===== config.mk =====
export PLATFORM = sky130hd
export DESIGN_NAME = bcd_tod_clock
export DESIGN_NICKNAME = d
export VERILOG_FILES = /design/src/rtl/bcd_tod_pkg.sv /design/src/rtl/bcd2_counter.sv /design/src/rtl/bcd_tod_clock.sv
export SDC_FILE = /design/constraint.sdc
export NUM_CORES = 1
export LEC_CHECK = 0
export ABC_AREA = 1
export CAP_MARGIN = 30
export CORE_MARGIN = 5
export CORE_UTILIZATION = 58
export CTS_BUF_LIST = sky130_fd_sc_hd__clkbuf_8
export CTS_CLUSTER_SIZE = 8
export DETAILED_ROUTE_END_ITERATION = 10
export MAX_ROUTING_LAYER = met4
export PLACE_DENSITY = 0.81
export SETUP_SLACK_MARGIN = 0.05
export SLEW_MARGIN = 20
export SYNTH_ARGS = -nofsm -noshare
export SYNTH_HDL_FRONTEND = slang
export SYNTH_SLANG_ARGS = --single-unit

===== constraint.sdc =====
create_clock -name clk -period 7.89 [get_ports clk]
set_clock_uncertainty 0.2 [all_clocks]
set_input_delay 1.578 -clock clk [delete_from_list [all_inputs] [get_ports clk]]
set_output_delay 1.578 -clock clk [all_outputs]
set_load 0.005 [all_outputs]

===== src/rtl/bcd_tod_pkg.sv =====
// Shared constants, BCD helpers and alarm state type for the BCD time-of-day clock.
// All time fields are packed two-digit BCD.
package bcd_tod_pkg;

   localparam logic [7:0] BCD_MAX_59 = 8'h59;
   localparam logic [7:0] BCD_MAX_23 = 8'h23;

   typedef enum logic [0:0] {
      IDLE = 1'b0,
      RING = 1'b1
   } alarm_state_t;

   // Two-digit BCD increment that wraps to 00 after max.
   function automatic logic [7:0] bcd_inc(input logic [7:0] v, input logic [7:0] max);
      logic [7:0] r;
      if (v == max) begin
         r = 8'h00;
      end else if (v[3:0] == 4'h9) begin
         r = {v[7:4] + 4'h1, 4'h0};
      end else begin
         r = {v[7:4], v[3:0] + 4'h1};
      end
      return r;
   endfunction

   // Returns {pm, display_hour} for an internal 00-23 BCD hour.
   function automatic logic [8:0] to_12h(input logic [7:0] h);
      logic [7:0] b;
      logic [8:0] r;
      b = ({4'h0, h[7:4]} * 8'd10) + {4'h0, h[3:0]};
      if (b == 8'd0) begin
         r = {1'b0, 8'h12};
      end else if (b < 8'd12) begin
         r = {1'b0, h};
      end else if (b == 8'd12) begin
         r = {1'b1, 8'h12};
      end else begin
         b = b - 8'd12;
         r = {1'b1, 4'(b / 8'd10), 4'(b % 8'd10)};
      end
      return r;
   endfunction

   function automatic logic bcd_hhmm_ok(input logic [7:0] hr, input logic [7:0] mn);
      return (hr[3:0] <= 4'h9) && (mn[3:0] <= 4'h9) &&
             (hr <= BCD_MAX_23) && (mn <= BCD_MAX_59);
   endfunction

endpackage


===== src/rtl/bcd2_counter.sv =====
// Two-digit BCD counter wrapping at MAX; carry flags an increment taken from MAX.
module bcd2_counter
   import bcd_tod_pkg::*;
#(
   parameter logic [7:0] MAX = BCD_MAX_59
) (
   input  logic       clk,
   input  logic       rst,
   input  logic       inc,
   input  logic       clr,
   output logic [7:0] value,
   output logic       carry
);

   logic [7:0] value_r;

   // Count register; clear has priority over increment
   always_ff @(posedge clk or posedge rst) begin
      if (rst) begin
         value_r <= 8'h00;
      end else if (clr) begin
         value_r <= 8'h00;
      end else if (inc) begin
         value_r <= bcd_inc(value_r, MAX);
      end else begin
         value_r <= value_r;
      end
   end

   assign value = value_r;
   assign carry = inc && (value_r == MAX);

endmodule


===== src/rtl/bcd_tod_clock.sv =====
// BCD time-of-day core: second prescaler, sec/min/hour counters, 12/24h display,
// set mode and a single-entry alarm with timeout.
module bcd_tod_clock
   import bcd_tod_pkg::*;
#(
   parameter int unsigned TICK_DIV  = 100_000_000,
   parameter int unsigned ALARM_LEN = 60
) (
   input  logic       clk,
   input  logic       rst,
   input  logic       mode_12h,
   input  logic       set_en,
   input  logic       inc_hr,
   input  logic       inc_min,
   input  logic       clr_sec,
   input  logic       alarm_ld,
   input  logic [7:0] alarm_hr,
   input  logic [7:0] alarm_min,
   input  logic       alarm_en,
   input  logic       alarm_ack,
   output logic [7:0] hour,
   output logic [7:0] min,
   output logic [7:0] sec,
   output logic       pm,
   output logic       sec_pulse,
   output logic       alarm,
   output logic       alarm_err
);

   localparam int PW = (TICK_DIV > 1) ? $clog2(TICK_DIV) : 1;
   localparam int DW = $clog2(ALARM_LEN + 1);
   localparam logic [PW-1:0] PRESC_LAST = PW'(TICK_DIV - 1);
   localparam logic [DW-1:0] DUR_LAST   = DW'(ALARM_LEN - 1);

   logic [PW-1:0] presc_r;
   logic [DW-1:0] dur_r;
   logic [7:0]    alm_hr_r, alm_min_r;
   logic          sec_pulse_r, alarm_err_r;
   alarm_state_t  state_r, state_nxt_s;

   logic          tick_s, sec_adv_s, min_inc_s, hr_inc_s, match_s;
   logic          sec_carry_s, min_carry_s, hr_carry_unused_s;
   logic [7:0]    sec_val_s, min_val_s, hr_val_s, nxt_min_s, nxt_hr_s;
   logic [8:0]    disp12_s;

   // Prescaler: frozen at 0 in set mode, restarted by clr_sec
   always_ff @(posedge clk or posedge rst) begin
      if (rst) begin
         presc_r <= '0;
      end else if (set_en || clr_sec || tick_s) begin
         presc_r <= '0;
      end else begin
         presc_r <= presc_r + PW'(1'b1);
      end
   end

   // Tick and edit routing; minute carry only propagates outside set mode
   always_comb begin
      tick_s    = !set_en && (presc_r == PRESC_LAST);
      sec_adv_s = tick_s && !clr_sec;
      min_inc_s = sec_carry_s || (set_en && inc_min);
      hr_inc_s  = (min_carry_s && !set_en) || (set_en && inc_hr);
   end

   bcd2_counter #(.MAX(BCD_MAX_59)) u_sec (
      .clk(clk), .rst(rst), .inc(sec_adv_s), .clr(clr_sec),
      .value(sec_val_s), .carry(sec_carry_s));

   bcd2_counter #(.MAX(BCD_MAX_59)) u_min (
      .clk(clk), .rst(rst), .inc(min_inc_s), .clr(1'b0),
      .value(min_val_s), .carry(min_carry_s));

   bcd2_counter #(.MAX(BCD_MAX_23)) u_hr (
      .clk(clk), .rst(rst), .inc(hr_inc_s), .clr(1'b0),
      .value(hr_val_s), .carry(hr_carry_unused_s));

   // Match is evaluated on the hour:min the seconds rollover is about to produce
   always_comb begin
      nxt_min_s = bcd_inc(min_val_s, BCD_MAX_59);
      nxt_hr_s  = (min_val_s == BCD_MAX_59) ? bcd_inc(hr_val_s, BCD_MAX_23) : hr_val_s;
      match_s   = alarm_en && sec_carry_s &&
                  (nxt_hr_s == alm_hr_r) && (nxt_min_s == alm_min_r);
   end

   // Alarm registers, pulse outputs and ring-duration counter
   always_ff @(posedge clk or posedge rst) begin
      if (rst) begin
         alm_hr_r    <= 8'h00;
         alm_min_r   <= 8'h00;
         alarm_err_r <= 1'b0;
         sec_pulse_r <= 1'b0;
         dur_r       <= '0;
      end else begin
         if (alarm_ld && bcd_hhmm_ok(alarm_hr, alarm_min)) begin
            alm_hr_r  <= alarm_hr;
            alm_min_r <= alarm_min;
         end
         alarm_err_r <= alarm_ld && !bcd_hhmm_ok(alarm_hr, alarm_min);
         sec_pulse_r <= tick_s;
         if (match_s || (state_r == IDLE)) begin
            dur_r <= '0;
         end else if (tick_s) begin
            dur_r <= dur_r + DW'(1'b1);
         end
      end
   end

   // Alarm state register
   always_ff @(posedge clk or posedge rst) begin
      if (rst) begin
         state_r <= IDLE;
      end else begin
         state_r <= state_nxt_s;
      end
   end

   // Alarm next state; a fresh match outranks ack and restarts the duration
   always_comb begin
      state_nxt_s = state_r;
      case (state_r)
         IDLE: begin
            if (match_s) state_nxt_s = RING;
            else         state_nxt_s = IDLE;
         end
         RING: begin
            if (match_s)
               state_nxt_s = RING;
            else if (alarm_ack || !alarm_en || (tick_s && (dur_r == DUR_LAST)))
               state_nxt_s = IDLE;
            else
               state_nxt_s = RING;
         end
         default: state_nxt_s = IDLE;
      endcase
   end

   // Output decode including 12-hour display mapping
   always_comb begin
      disp12_s  = to_12h(hr_val_s);
      alarm     = (state_r == RING);
      min       = min_val_s;
      sec       = sec_val_s;
      sec_pulse = sec_pulse_r;
      alarm_err = alarm_err_r;
      if (mode_12h) begin
         pm   = disp12_s[8];
         hour = disp12_s[7:0];
      end else begin
         pm   = 1'b0;
         hour = hr_val_s;
      end
   end

endmodule

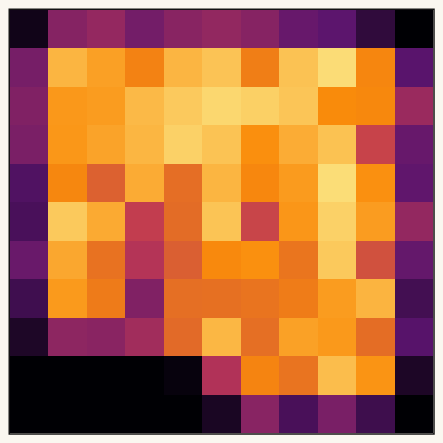
Figure 1: placement density heat map.
(4 px per um) 11 x 11 tiles, from black (low) to pale yellow (high), 0 to 100% covered.
tiles over 75% full = 36%
mean over tiles = 54%
emptiest ninth of the die = bottom left
nearly empty tiles = 9.1%
fullest tile = 93%
Core ar.: 9110 um^2
Finished Core Util: 67.9%
Initial Util: 58.5%

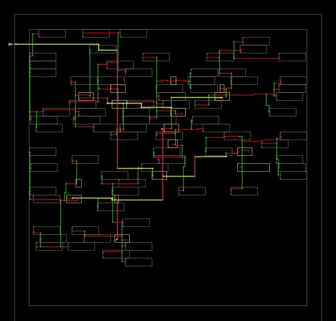
Figure 2: clock routing.
worst skew pair latency: 0.35 ns
flop count: 76
cts bufs inserted: 9

==> CHANGELOG.md <==
## Implementation

* Non-filler cells, final at approximately 880
* Largest net degree at the start of global routing at 77
* Min Tclk post-route at 7.06 ns
* Crit path to: hour[3]
* Complex Gates by Area at roughly 10%
* Yosys top cell by area: dfrtp_1
* R2R Path Start: presc_r[0]$_DFF_PP0_
* Synth Seq Share at approximately 36%
* Most frequent cells in the layout: 147 x nand2_1, 102 x inv_1, 76 x dfrtp_1, 58 x nor2_1, 53 x clkdlybuf4s50_1
* Top comb family, area: simple AND/OR/NAND/NOR gates
* Cells after Synth at about 700
* Worst Setup End Kind: output pin
* Setup tns final at 0 ns
* Yosys adder share at under 10%
* Period Utilization, post-route at roughly nine tenths
* Via Count at approximately 4700
* Syn Std Cell Area at approximately 5300 um^2
* Met2 WL at around 5700 um
* Max reg flops at 27
* Hold violation total from the final report at 0
* CTS HTree Levels at 3
* Final net count at about 810
* Slew Viols, Final at 0
* EDFF count, synth at 0
* R2R Setup Slk at between 4 and 5 ns
* Clk pin slew, worst setup/hold paths at 0.07 ns
* Most frequent CP cell: nand2_4
* Basic Gates by Area at between 30% and 40%
* Area Overhead vs Synth at 16.2%
* Drt wl/cell at roughly 13 um
* Vias in the first global route at approximately 4600
* Path depth of the worst reg2reg path at 14
* Most frequent logic cell in the layout: nand2_1
* Post-Syn Area per Cell at approximately 7.6 um^2
* Top cells by count: 147 x nand2_1, 101 x inv_1, 76 x dfrtp_1
* Dominant Register Cell: dfrtp_1
* Cell Type Count at 45
* Port Buf Inserts at ~53
* M2 GR Usage at ~36%
* Bufs and invs on worst path at 3
* Die Width at roughly 110 um
* YS chip area at approximately 5300 um^2
* Mux area share at 1.27%
* Status: finished, final reports clean
* Crit path DAT at about 5.3 ns
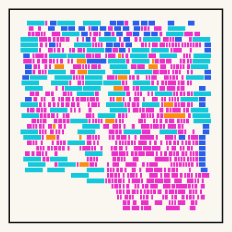
Figure 3: cells colored by class.
(2 px per um)
magenta -> all other logic  # cells 618, share of their area 56%
orange -> clock drivers and dummy loads  # cells 16, share of their area 3.2%
cyan -> flip-flops  # cells 76, share of their area 31%
blue -> other buffers and delay cells  # cells 55, share of their area 9.3%
# rows: 35
area of all placed cells without fillers: 6190 um^2
Seq area share: 30.7%

[final cells by class]
cell class                      count  area share, %
Clock buffer                       10           2.22
Inverter                          108           6.63
Clock inverter                      6          0.910
Multi-Input combinational cell    510           48.1
Tap cell                          111           2.24
Sequential cell                    76           30.7
Timing Repair Buffer               55           9.14
[per-stage QoR]
| stage | worst slack (ns) | instance area (um^2) |
|---|---|---|
| floorplan | 2.28 | 5330 |
| global placement | 1.50 | 5970 |
| detailed placement | 1.21 | 5970 |
| CTS | 0.840 | 6160 |
| global route | 0.233 | 6190 |
| finish | 0.830 | 6190 |
[worst min-delay path, cell delays in order, from the launching register on]
cell and delay, ns:
dfrtp_1 0.35, nand2_1 0.05, inv_1 0.04
